`config.mk`:
```
export PLATFORM = sky130hd
export DESIGN_NAME = dense_layer_mac
export DESIGN_NICKNAME = d
export VERILOG_FILES = /design/src/rtl/dense_pkg.sv /design/src/rtl/dense_requant.sv /design/src/rtl/dense_layer_mac.sv
export SDC_FILE = /design/constraint.sdc
export NUM_CORES = 1
export LEC_CHECK = 0
export ABC_AREA = 0
export CAP_MARGIN = 40
export CORE_MARGIN = 1
export CORE_UTILIZATION = 30
export CTS_CLUSTER_DIAMETER = 40
export CTS_CLUSTER_SIZE = 14
export DETAILED_ROUTE_END_ITERATION = 8
export PLACE_DENSITY = 0.59
export REMOVE_ABC_BUFFERS = 1
export SYNTH_ARGS = -nofsm -noshare
export SYNTH_HDL_FRONTEND = slang
export SYNTH_SLANG_ARGS = --single-unit
```
`constraint.sdc`:
```
create_clock -name clk -period 6.5 [get_ports clk]
set_input_delay 1.3 -clock clk [delete_from_list [all_inputs] [get_ports clk]]
set_output_delay 1.3 -clock clk [all_outputs]
set_load 0.05 [all_outputs]
```
`src/rtl/dense_pkg.sv`:
```
// Shared types and sizing helpers for the dense_layer_mac slice.
// Sizing is derived from the vector geometry so ports and accumulator stay consistent.
package dense_pkg;

  typedef enum logic [1:0] {
    LOAD,
    MAC,
    RESULT
  } state_t;

  function automatic int acc_width(input int dw, input int n_in);
    return 2 * dw + $clog2(n_in) + 1;
  endfunction

  function automatic int addr_width(input int n);
    return (n > 1) ? $clog2(n) : 1;
  endfunction

endpackage

```
`src/rtl/dense_requant.sv`:
```
// Combinational requantiser: arithmetic shift, saturation to OUT_W, optional ReLU (DENSE_RELU_EN).
// No state; the caller registers the result.
module dense_requant #(
  parameter int ACC_W = 21,
  parameter int OUT_W = 16,
  parameter int SHIFT = 0
) (
  input  logic signed [ACC_W-1:0] acc,
  output logic signed [OUT_W-1:0] res
);

  logic signed [ACC_W-1:0] shifted;
  logic signed [OUT_W-1:0] sat;

  assign shifted = acc >>> SHIFT;

  generate
    if (ACC_W > OUT_W) begin : g_sat
      // The value fits only if every bit above the output sign bit copies it.
      logic [ACC_W-OUT_W:0] hi;
      assign hi = shifted[ACC_W-1:OUT_W-1];
      always_comb begin
        sat = shifted[OUT_W-1:0];
        if (!((&hi) || !(|hi))) begin
          sat = shifted[ACC_W-1] ? {1'b1, {(OUT_W-1){1'b0}}} : {1'b0, {(OUT_W-1){1'b1}}};
        end
      end
    end else begin : g_ext
      assign sat = OUT_W'(shifted);
    end
  endgenerate

`ifdef DENSE_RELU_EN
  assign res = sat[OUT_W-1] ? '0 : sat;
`else
  assign res = sat;
`endif

endmodule

```
`src/rtl/dense_layer_mac.sv`:
```
// Time-multiplexed dense layer: buffer N_IN activations, then one neuron per N_IN+2 cycles.
// Result held under out_ready backpressure; input stalls outside LOAD. DENSE_RELU_EN adds ReLU.
module dense_layer_mac
  import dense_pkg::*;
#(
  parameter int N_IN  = 16,
  parameter int N_OUT = 4,
  parameter int DW    = 8,
  parameter int BW    = 16,
  parameter int OUT_W = 16,
  parameter int SHIFT = 0
) (
  input  logic                                   clk,
  input  logic                                   rst,
  input  logic                                   in_valid,
  output logic                                   in_ready,
  input  logic signed [DW-1:0]                   in_data,
  output logic        [addr_width(N_IN*N_OUT)-1:0] w_addr,
  input  logic signed [DW-1:0]                   w_data,
  output logic        [addr_width(N_OUT)-1:0]    b_addr,
  input  logic signed [BW-1:0]                   b_data,
  output logic                                   out_valid,
  input  logic                                   out_ready,
  output logic signed [OUT_W-1:0]                out_data,
  output logic                                   out_last
);

  localparam int ACC_W = acc_width(DW, N_IN);
  localparam int AW    = addr_width(N_IN * N_OUT);
  localparam int OW    = addr_width(N_OUT);
  localparam int CW    = $clog2(N_IN + 1);
  localparam logic [AW-1:0] N_IN_A = AW'(N_IN);

  state_t state, state_nxt;
  logic [CW-1:0] cnt;
  logic [OW-1:0] o;
  logic signed [DW-1:0] act [N_IN];
  logic signed [ACC_W-1:0] acc, acc_nxt;
  logic signed [2*DW-1:0] prod;
  logic signed [OUT_W-1:0] res;
  logic last_beat, mac_done, neuron_last, out_hs;

  assign in_ready    = (state == LOAD);
  assign last_beat   = (state == LOAD) && in_valid && (cnt == CW'(N_IN - 1));
  assign mac_done    = (state == MAC) && (cnt == CW'(N_IN));
  assign neuron_last = (o == OW'(N_OUT - 1));
  assign out_hs      = (state == RESULT) && out_valid && out_ready;

  always_ff @(posedge clk) begin
    if (rst) state <= LOAD;
    else     state <= state_nxt;
  end

  always_comb begin
    state_nxt = state;
    case (state)
      LOAD:    if (last_beat) state_nxt = MAC;
      MAC:     if (mac_done) state_nxt = RESULT;
      RESULT:  if (out_hs) state_nxt = neuron_last ? LOAD : MAC;
      default: state_nxt = LOAD;
    endcase
  end

  // Address is issued on cnt 0..N_IN-1; the ROM answers one cycle later.
  always_comb begin
    w_addr = AW'(o) * N_IN_A;
    if (state == MAC && cnt < CW'(N_IN)) w_addr = AW'(o) * N_IN_A + AW'(cnt);
  end
  assign b_addr = o;

  assign prod    = act[0] * w_data;
  assign acc_nxt = ((cnt == CW'(1)) ? ACC_W'(b_data) : acc) + ACC_W'(prod);

  dense_requant #(
    .ACC_W (ACC_W),
    .OUT_W (OUT_W),
    .SHIFT (SHIFT)
  ) u_requant (
    .acc (acc_nxt),
    .res (res)
  );

  // Buffer rotates once per product, so it is back in order after each neuron.
  always_ff @(posedge clk) begin
    if ((state == LOAD && in_valid) || (state == MAC && cnt != '0)) begin
      for (int i = 0; i < N_IN - 1; i++) act[i] <= act[i+1];
      act[N_IN-1] <= (state == LOAD) ? in_data : act[0];
    end
  end

  always_ff @(posedge clk) begin
    if (rst) begin
      cnt       <= '0;
      o         <= '0;
      acc       <= '0;
      out_valid <= 1'b0;
      out_last  <= 1'b0;
      out_data  <= '0;
    end else begin
      case (state)
        LOAD: begin
          if (in_valid) cnt <= last_beat ? '0 : cnt + 1'b1;
        end
        MAC: begin
          cnt <= cnt + 1'b1;
          if (cnt != '0) acc <= acc_nxt;
          if (mac_done) begin
            cnt       <= '0;
            out_valid <= 1'b1;
            out_data  <= res;
            out_last  <= neuron_last;
          end
        end
        RESULT: begin
          if (out_hs) begin
            out_valid <= 1'b0;
            out_last  <= 1'b0;
            o         <= neuron_last ? '0 : o + 1'b1;
          end
        end
        default: cnt <= '0;
      endcase
    end
  end

endmodule
```
==> results.yml, run 1 <==
# implementation run metrics
outcome:
  status: "completed"
hold_path:
  hold_path_class: "flop to flop"
synthesis:
  ys_types: 56
  yosysMostFrequentCell: "edfxtp_1"
  synthArstFlopShare_pct: 0
  synth-edff-count: 128
  top_logic_kind: "adder cells"
  syn_area_um2: 10100
  yosys_warnings: 0
  synth_cells: 825
  synth_area_per_cell_um2: 12.3
  top_cells_by_count: "128 x edfxtp_1, 100 x inv_1, 92 x fa_1"
  synth_top_cell_by_area: "edfxtp_1"
  top_cell_area_share_pct: 38.0
  yosysSeqAreaShare_pct: 47.5
sta:
  min_period_over_period_pct: 98.7
  tns_ns: 0
  slew_headroom_pct: 56.3
clock_network:
  clkTransAtPathRegs_ns: 0.08
  clockRootBuffer: "clkbuf_16"
  cts-htree-levels: 4
  insertion_delay_ns: 0.43
  cts_hold_buf: 0
final_layout:
  areaGrowthSynthToFinish_pct: 26.0
  antenna_cells: 0
  lay_top_count: "edfxtp_1"
global_route:
  antenna_found_initial: 1
  grt_pass1_vias: 6391
  grt_max_degree: 50
flow_run:
  cap_violations: 0
  warnings: 29
placed_design:
  port_buffers: 62
routing:
  wirelength_um: 20800
  wl_met3_um: 668
  num_vias: 6445
  ant_nets: 0
  highest_layer: "met4"
  met1_length_um: 9930
  vias_per_cell: 4.49
critical_path:
  path_max_fanout: 3
  cp-start-kind: "primary input"
  crit_type: "primary input to flop"
  worstPathCellList: "clkdlybuf4s50_1 -> nand2_1 -> fa_1 -> fa_1 -> inv_1 -> fa_1 -> fa_1 -> fa_1 -> ha_4 -> nor4_4 -> o21ai_2 -> buf_4 -> a22oi_2 -> a31oi_2 -> xnor2_2 -> nor4_4 -> nor3_2 -> buf_4 -> a2111oi_2"
  crit_path_start: "w_data[6]"
  cp_slowest_stage_delay_ns: 0.54
  crit_path_end_kind: "flop"
floorplan:
  dieWidth_um: 186
  die_area_um2: 34500
  die_h_um: 186
power_and_ir_drop:
  ir_drop_mv: 0.340
  power-per-cell-area_nw_per_um2: 482
  leakage_uw: 0.00518
-- run 1: worst reg2reg max path: cells and delay by family, from the launching register on --
family / cells / cell delay [ns]
adder cells (fa/ha/maj): 8 / 2.80
AND/OR/NAND/NOR: 5 / 1.12
AND-OR/OR-AND: 4 / 0.96
buffers and inverters: 4 / 0.52
flip-flops: 1 / 0.42
multiplexers: 1 / 0.24
-- run 1: layout make-up --
cell class / instances / area, um^2
sequential: 176 / 4800
multi-input combinational: 521 / 4970
fill: 3206 / 20100
timing repair buffer: 164 / 1450
clock buffer: 18 / 429
tap: 442 / 553
clock inverter: 14 / 164
inverter: 102 / 383
-- run 1: logic make-up after synthesis --
group / count (synthesis)
flip-flops: 176
buffers and inverters: 128
multiplexers: 22
AND/OR/NAND/NOR: 211
XOR/XNOR: 21
adder cells (fa/ha/maj): 146
AND-OR/OR-AND: 121
-- run 1: power by group --
part,total [uW],switching (uW),internal [uW]
clock network,1020,501,519
registers,1280,19.9,1260
logic,3850,1950,1890
-- run 1: worst paths after layout --
path | cells after the start | endpoint | slack [ns]
max | 19 | out_data[3] | 0.08
min | 0 | act[1][21] | 0.41
max reg2reg | 22 | out_data[3] | 0.34
min reg2reg | 0 | act[1][21] | 0.41
-- run 1: state kept, by name, summed over array words and instances (netlist names) --
| signal | count |
|---|---|
| out_valid | 1 |
| cnt | 5 |
| act | 128 |
| state | 2 |
| out_last | 1 |
| b_addr | 2 |
| out_data | 16 |
| acc | 21 |
-- run 1: per-layer routing --
metal	vias to the layer above	track usage, %
li1	3107	-
met1	3231	17.1
met2	88	20.4
met3	19	2.43
met4	0	3.97
met5	-	0
-- run 1: timing repair --
item | CTS | global route
setup endpoints to repair | 5 | 15
gates cloned | 0 | 1
setup buffers | 0 | 12
pin swaps | 3 | 24
resized | 3 | 44
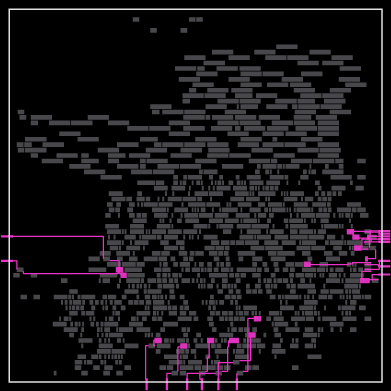
Run 1: nets reached from selected ports
Drawn at 2 px/um.
b_data: in magenta, bits 16, direction input, edge 8 right, 6 bottom, 2 left, end cells 16, buffers 16, wire 471 um.

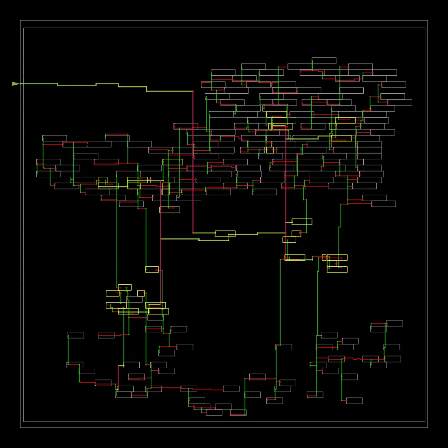
Run 1: clock nets
Worst Skew: 0.0151 ns
CTS sink cnt: 176

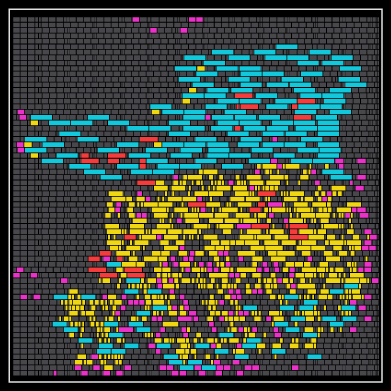
Run 1: placed cells, one color a class
Drawn at 2 px/um. Fill, decap, tap and diode cells in gray.
remaining buffers and delay cells: in magenta, cells 164. remaining logic cells: in yellow, cells 623. clock drivers and dummy loads: in red, cells 32. registers: in cyan, cells 176.
core area: 32900 um^2
sequential cell area share: 37.7%
# rows: 66
final instance area: 12700 um^2
Core Util, Final: 38.8%

Run 1, clock wires, drivers and flops:
Drawn at 2 px/um.
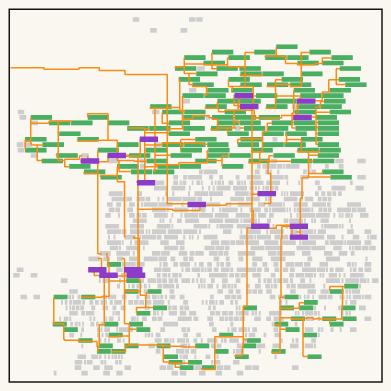

==> run 1 -> run 2 <==
--- a/config.mk
+++ b/config.mk
@@ -7,7 +7,7 @@
 export LEC_CHECK = 0
 export ABC_AREA = 0
 export CAP_MARGIN = 40
-export CORE_MARGIN = 1
+export CORE_MARGIN = 8
 export CORE_UTILIZATION = 30
 export CTS_CLUSTER_DIAMETER = 40
 export CTS_CLUSTER_SIZE = 14
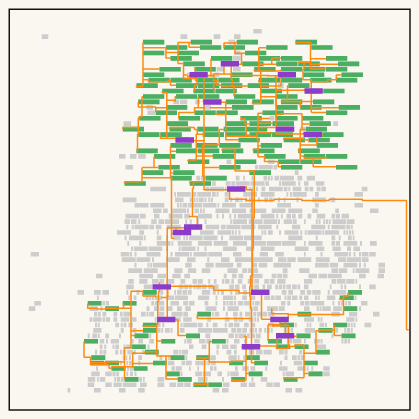
Run 2: clock wires, drivers and flops
Drawn at 2 px/um.
clock wires: in orange, length 2470 um. clock-net drivers: in purple, count 17. flip-flops: in green, count 176.
There are 18 routed clock nets.

==> run 2 against run 1 <==
Fmax increased by 2.4%. Area after synthesis unchanged. Sequential power about the same. Global-route usage decreased by 1.3 points. First-iteration DRC count decreased by 1.5%. Clock power about the same. Largest power group unchanged.
==> results.yml, run 2 <==
# implementation run metrics
global_route:
  use_met3_pct: 3.01
  grt-busiest-layer: "met2"
  use_met2_pct: 18.1
  antenna_found_initial: 1
  grt_use_met1_pct: 14.5
  grt_max_degree: 58
outcome:
  status: "completed"
power_and_ir_drop:
  p_sw_share_pct: 39.7
  power-per-cell-area_nw_per_um2: 498
  leakage_uw: 0.00513
  internal_power_uw: 3810
  p_clk_share_pct: 15.8
  pwr-share-comb_pct: 64.0
critical_path:
  cp-start-kind: "primary input"
  path_max_fanout: 15
  cp_slowest_stage_delay_ns: 0.53
  crit_type: "primary input to flop"
  crit_path_end_kind: "flop"
routing:
  num_vias: 6414
  vias_per_cell: 4.46
  wl_met3_um: 975
  wirelength_um: 21800
  met1_length_um: 9890
synthesis:
  top_cell_area_share_pct: 38.0
  syn_area_um2: 10100
  synthArstFlopShare_pct: 0
  yosysSeqAreaShare_pct: 47.5
  ys.flop_type: "edfxtp_1"
  top_cells_by_count: "128 x edfxtp_1, 100 x inv_1, 92 x fa_1"
  ys_types: 56
  yosysMostFrequentCell: "edfxtp_1"
  synth_cells: 825
  yosys_warnings: 0
  synth_area_per_cell_um2: 12.3
  synth-edff-count: 128
  synth_top_cell_by_area: "edfxtp_1"
clock_network:
  cts.repair.resized: 4
  post_cts_buffers: 0
  clkTransAtPathRegs_ns: 0.07
  cts-htree-levels: 4
  clockRootBuffer: "clkbuf_16"
  insertion_delay_ns: 0.45
  cts_hold_buf: 0
  cts_sinks: 176
floorplan:
  die_area_um2: 39900
  dieWidth_um: 200
  rows: 67
  die_h_um: 200
  core-area_um2: 33400
final_layout:
  largestRegisters: "act: 128 flops, acc: 21 flops, out_data: 16 flops"
  n_fill_cell: 3260
  areaGrowthSynthToFinish_pct: 25.4
  lay_top_count: "edfxtp_1"
  top_register: "act"
hold_path:
  hold_path_class: "flop to flop"
placed_design:
  port_buffers: 62
flow_run:
  warnings: 29
sta:
  fin_skew_ns: 0.0155
  tns_ns: 0
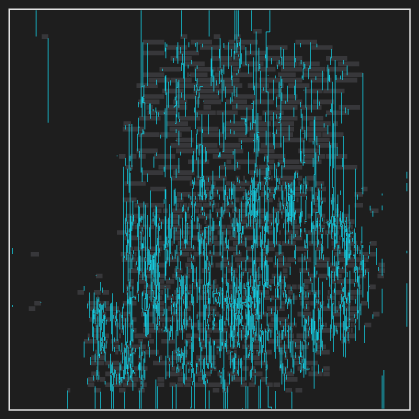
Run 2: metal 2
Drawn at 2 px/um.
1006 nets have wire on it. The layer carries 10600 um of wire. The layer holds 48% of the routed length. The longest straight run is 78.2 um.

==> run 2: cell count changes in the layout (fill, tap and decap cells not counted), moves of 2 or more <==
| cell | change |
|---|---|
| buf_4 | -9 |
| clkinvlp_4 | +4 |
| clkinv_8 | -2 |
| o21ai_0 | +2 |
==> run 2: final timing paths <==
check	end	slack, ns	cells past startpoint
worst min register to register	act[0][54]	0.41	0
worst min-delay path	act[0][54]	0.41	0
worst max-delay path	out_data[3]	0.24	21
worst max register to register	out_data[4]	0.46	22
==> run 2: layout make-up <==
class                      instances  area, um^2  area share (%)
sequential                       176        4800            37.9
clock buffer                      17         425            3.35
antenna                            1        2.50          0.0197
timing repair buffer             157        1420            11.2
clock inverter                    15         146            1.15
inverter                         102         384            3.03
tap                              448         561            4.42
multi-input combinational        521        4940            39.0
==> run 2: power groups by stage <==
| stage | logic, uW | registers [uW] | clock network, uW |
|---|---|---|---|
| after floorplan | 2070 | 1300 | 0 |
| after global placement | 3610 | 1300 | 0 |
| after detailed placement | 3620 | 1300 | 0 |
| after CTS | 3680 | 1280 | 1030 |
| after global routing | 4450 | 1280 | 1070 |
| final | 4040 | 1280 | 997 |
==> run 2: logic make-up (layout without fill, tap and decap cells) <==
family                     Yosys count  after routing  share of synthesized area [%]
other                                0              1                              0
and+or+nand+nor                    211            211                           9.88
buffers and inverters              128            291                           5.08
DFF                                176            176                           47.5
muxes                               22             22                           2.30
AOI/OAI and AO/OA                  121            121                           8.47
adders and majority gates          146            146                           24.9
xor gates and xnor gates            21             21                           1.89
==> run 2: metrics by stage <==
step                power (uW)  utilization [%]  area (um^2)
finish                    6320             38.0        12700
global route              6810             38.0        12700
CTS                       5990             37.5        12500
detailed placement        4930             35.7        11900
global placement          4910             35.7        11900
floorplan                 3370                -         9990
Run 2, placed cells, one color a class:
Drawn at 2 px/um. Fill, decap, tap and diode cells in gray.
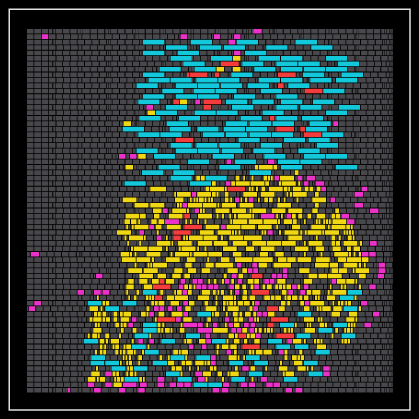

==> run 2 -> run 3 <==
--- a/config.mk
+++ b/config.mk
@@ -8,11 +8,10 @@
 export ABC_AREA = 0
 export CAP_MARGIN = 40
 export CORE_MARGIN = 8
-export CORE_UTILIZATION = 30
-export CTS_CLUSTER_DIAMETER = 40
+export CORE_UTILIZATION = 54
 export CTS_CLUSTER_SIZE = 14
 export DETAILED_ROUTE_END_ITERATION = 8
-export PLACE_DENSITY = 0.59
+export PLACE_DENSITY = 0.87
 export REMOVE_ABC_BUFFERS = 1
 export SYNTH_ARGS = -nofsm -noshare
 export SYNTH_HDL_FRONTEND = slang
==> constraint.sdc (replaced) <==
create_clock -name clk -period 6.5 [get_ports clk]
set_input_delay 1.3 -clock clk [delete_from_list [all_inputs] [get_ports clk]]
set_output_delay 1.3 -clock clk [all_outputs]
set_load 0.005 [all_outputs]
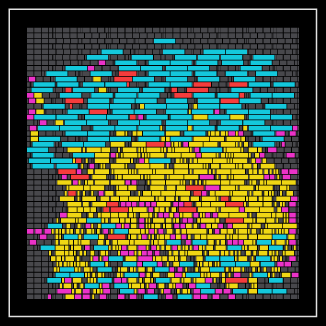
Run 3: placed cells, one color a class
Drawn at 2 px/um. Fill, decap, tap and diode cells in gray.
clock drivers and dummy loads: in red, cells 32. remaining logic cells: in yellow, cells 623. remaining buffers and delay cells: in magenta, cells 147. registers: in cyan, cells 176.
# rows: 50
Core Util, Final: 66.8%
core area: 18500 um^2

==> run 3 against run 2 <==
Area after synthesis stayed put. Clock skew is 0.0048 ns lower. Final cell count is 16% lower. Sequential share of layout area is 0.96 points higher. Power is 3.1% lower. Sequential power hardly changed. Clock power is 4% higher. Worst hold slack worse by 0.0014 ns. Critical path depth is 2 lower. Largest cell class unchanged.
==> results.yml, run 3 <==
# implementation run metrics
outcome:
  status: "completed"
synthesis:
  synth_area_per_cell_um2: 12.3
  yosys_warnings: 0
  yosysSeqAreaShare_pct: 47.5
  top_cell_area_share_pct: 38.0
  synth_top_cell_by_area: "edfxtp_1"
  syn_area_um2: 10100
  synth_cells: 825
  top_cells_by_count: "128 x edfxtp_1, 100 x inv_1, 92 x fa_1"
  ys.flop_type: "edfxtp_1"
  synth-edff-count: 128
  yosysMostFrequentCell: "edfxtp_1"
  ys_ff: 176
  yosys_area_um2: 10100
  ys_types: 56
  topCellsByArea: "edfxtp_1 38%, fa_1 18%, dfxtp_1 9.5%, ha_1 6.7%, inv_1 3.7%"
  ys_cells: 825
  synthArstFlopShare_pct: 0
final_layout:
  ff_latch_area_um2: 4800
  areaGrowthSynthToFinish_pct: 22.2
  lay_top_count: "edfxtp_1"
  logic_area_um2: 4960
  drive_gt1_share_pct: 18.2
  n_fill_cell: 1274
  final_cells: 1213
  top_register: "act"
  largestRegisters: "act: 128 flops, acc: 21 flops, out_data: 16 flops"
routing:
  highest_layer: "met4"
  wirelength_um: 21300
  wl_met3_um: 1080
  drt_iter0_drc: 414
  drc_errors: 0
  routedWlPerCell_um: 17.5
  met1_length_um: 8830
  vias_per_cell: 5.48
critical_path:
  crit_path_end_kind: "flop"
  reg2reg_slack_ns: 0.40
  crit_type: "primary input to flop"
  cp-start-kind: "primary input"
  path_max_fanout: 15
  critical_path.reg2reg.endpoint: "out_data[3]"
  r2r.worst_path.cells: 22
  cp_top_family: "adder cells"
  cp_slowest_stage_delay_ns: 0.57
  cp_num_cells: 19
  crit_path_start: "w_data[6]"
  critical_path_buf_inv_count: 4
  worstPathCellList: "clkdlybuf4s50_1 -> nand2_1 -> fa_1 -> fa_1 -> inv_1 -> fa_1 -> fa_1 -> fa_1 -> ha_4 -> buf_4 -> nor2_1 -> a21o_1 -> a21o_1 -> a21oi_2 -> a211oi_2 -> xnor2_2 -> o22ai_2 -> buf_12 -> a2111oi_2"
power_and_ir_drop:
  finalPower_uw: 6120
  leakage_uw: 0.00508
  power-per-cell-area_nw_per_um2: 495
floorplan:
  fp_util_pct: 54.6
  die_h_um: 153
  die_area_um2: 23400
  dieWidth_um: 153
clock_network:
  cts_tree: "built"
  cts_made_buffers: 17
  cts_sinks: 176
  cts-htree-levels: 4
  clkTransAtPathRegs_ns: 0.07
  insertion_delay_ns: 0.43
  clockRootBuffer: "clkbuf_16"
global_route:
  antenna_found_initial: 1
  grt_max_degree: 71
  grt_overflow: 0
placed_design:
  port_buffers: 62
  dp.cells: 1179
  dpl.hpwl_um: 15000
  gp_congestion: 0.843
hold_path:
  whs_path_depth: 0
  whs_endpoint: "act[0][30]"
  hold_path_class: "flop to flop"
sta:
  fin_skew_ns: 0.0107
  min_period_over_period_pct: 98.3
  tns_ns: 0
  whs_ns: 0.411
  period_needed_ns: 6.39
  maxSlewViolCount: 0
  setup_viol: 0
  hold_violations: 0
flow_run:
  warnings: 29
  cap_violations: 0
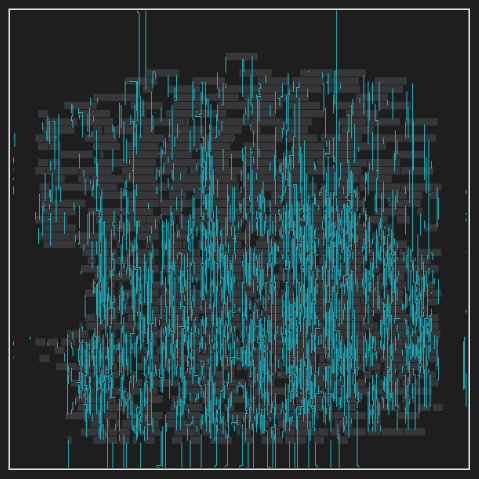
Run 3: metal 2
Drawn at 3 px/um.
1017 nets have wire on it. The longest straight run is 61.7 um. The layer holds 51% of the routed length. The wires run mostly vertical.
met2 usage: 31.2%
DR vias: 6648

-- run 3: cell counts after synthesis --
No cell type changed its count.
-- run 3: report_power, final --
group          internal (uW)  total, uW  switching (uW)
sequential              1260       1280            22.0
clock                    581       1040             463
combinational           1850       3800            1950
total                   3690       6120            2440
-- run 3: per-stage QoR --
stage / cell area (um^2) / util [%]
global route: 12400 / 66.8
floorplan: 9990 / -
detailed placement: 11600 / 62.6
CTS: 12200 / 66.0
finish: 12400 / 66.8
global placement: 11600 / 62.4
-- run 3: repair_timing --
item / in CTS / in global routing
setup endpoints to repair: 15 / 15
hold buffers: 0 / 0
setup buffers: 0 / 1
pin swaps: 3 / 18
gates resized: 10 / 31
-- run 3: per-layer routing --
metal	vias up	global-route usage, %
met5	-	0
met4	0	6.79
met3	46	3.52
met2	207	31.2
met1	3320	23.0
li1	3075	-
-- run 3: cell type report --
cell class	instances	area share, %
Multi-Input combinational cell	521	40.1
Sequential cell	176	38.8
Timing Repair Buffer	147	10.7
Clock buffer	17	3.44
Inverter	102	3.12
Tap cell	234	2.37
Clock inverter	15	1.46
Antenna cell	1	0.0202
-- run 3: cells by family (layout without fill, tap and decap cells) --
logic type      Yosys count  after routing  synth area share, %
fa+ha+maj               146            146                 24.9
flops                   176            176                 47.5
buf+inv                 128            281                 5.08
simple gates            211            211                 9.88
mux                      22             22                 2.30
compound gates          121            121                 8.47
xor+xnor                 21             21                 1.89
other cells               0              1                    0
-- run 3: worst max path at each step --
stage / endpoint / slack (ns)
finish: out_data[3] / 0.11
global route: out_data[3] / -0.005
CTS: out_data[3] / 0.002
detailed placement: out_data[10] / -0.49
global placement: out_data[14] / -0.33
floorplan: out_data[11] / -0.19
Power is estimated from default activity; no workload was simulated.
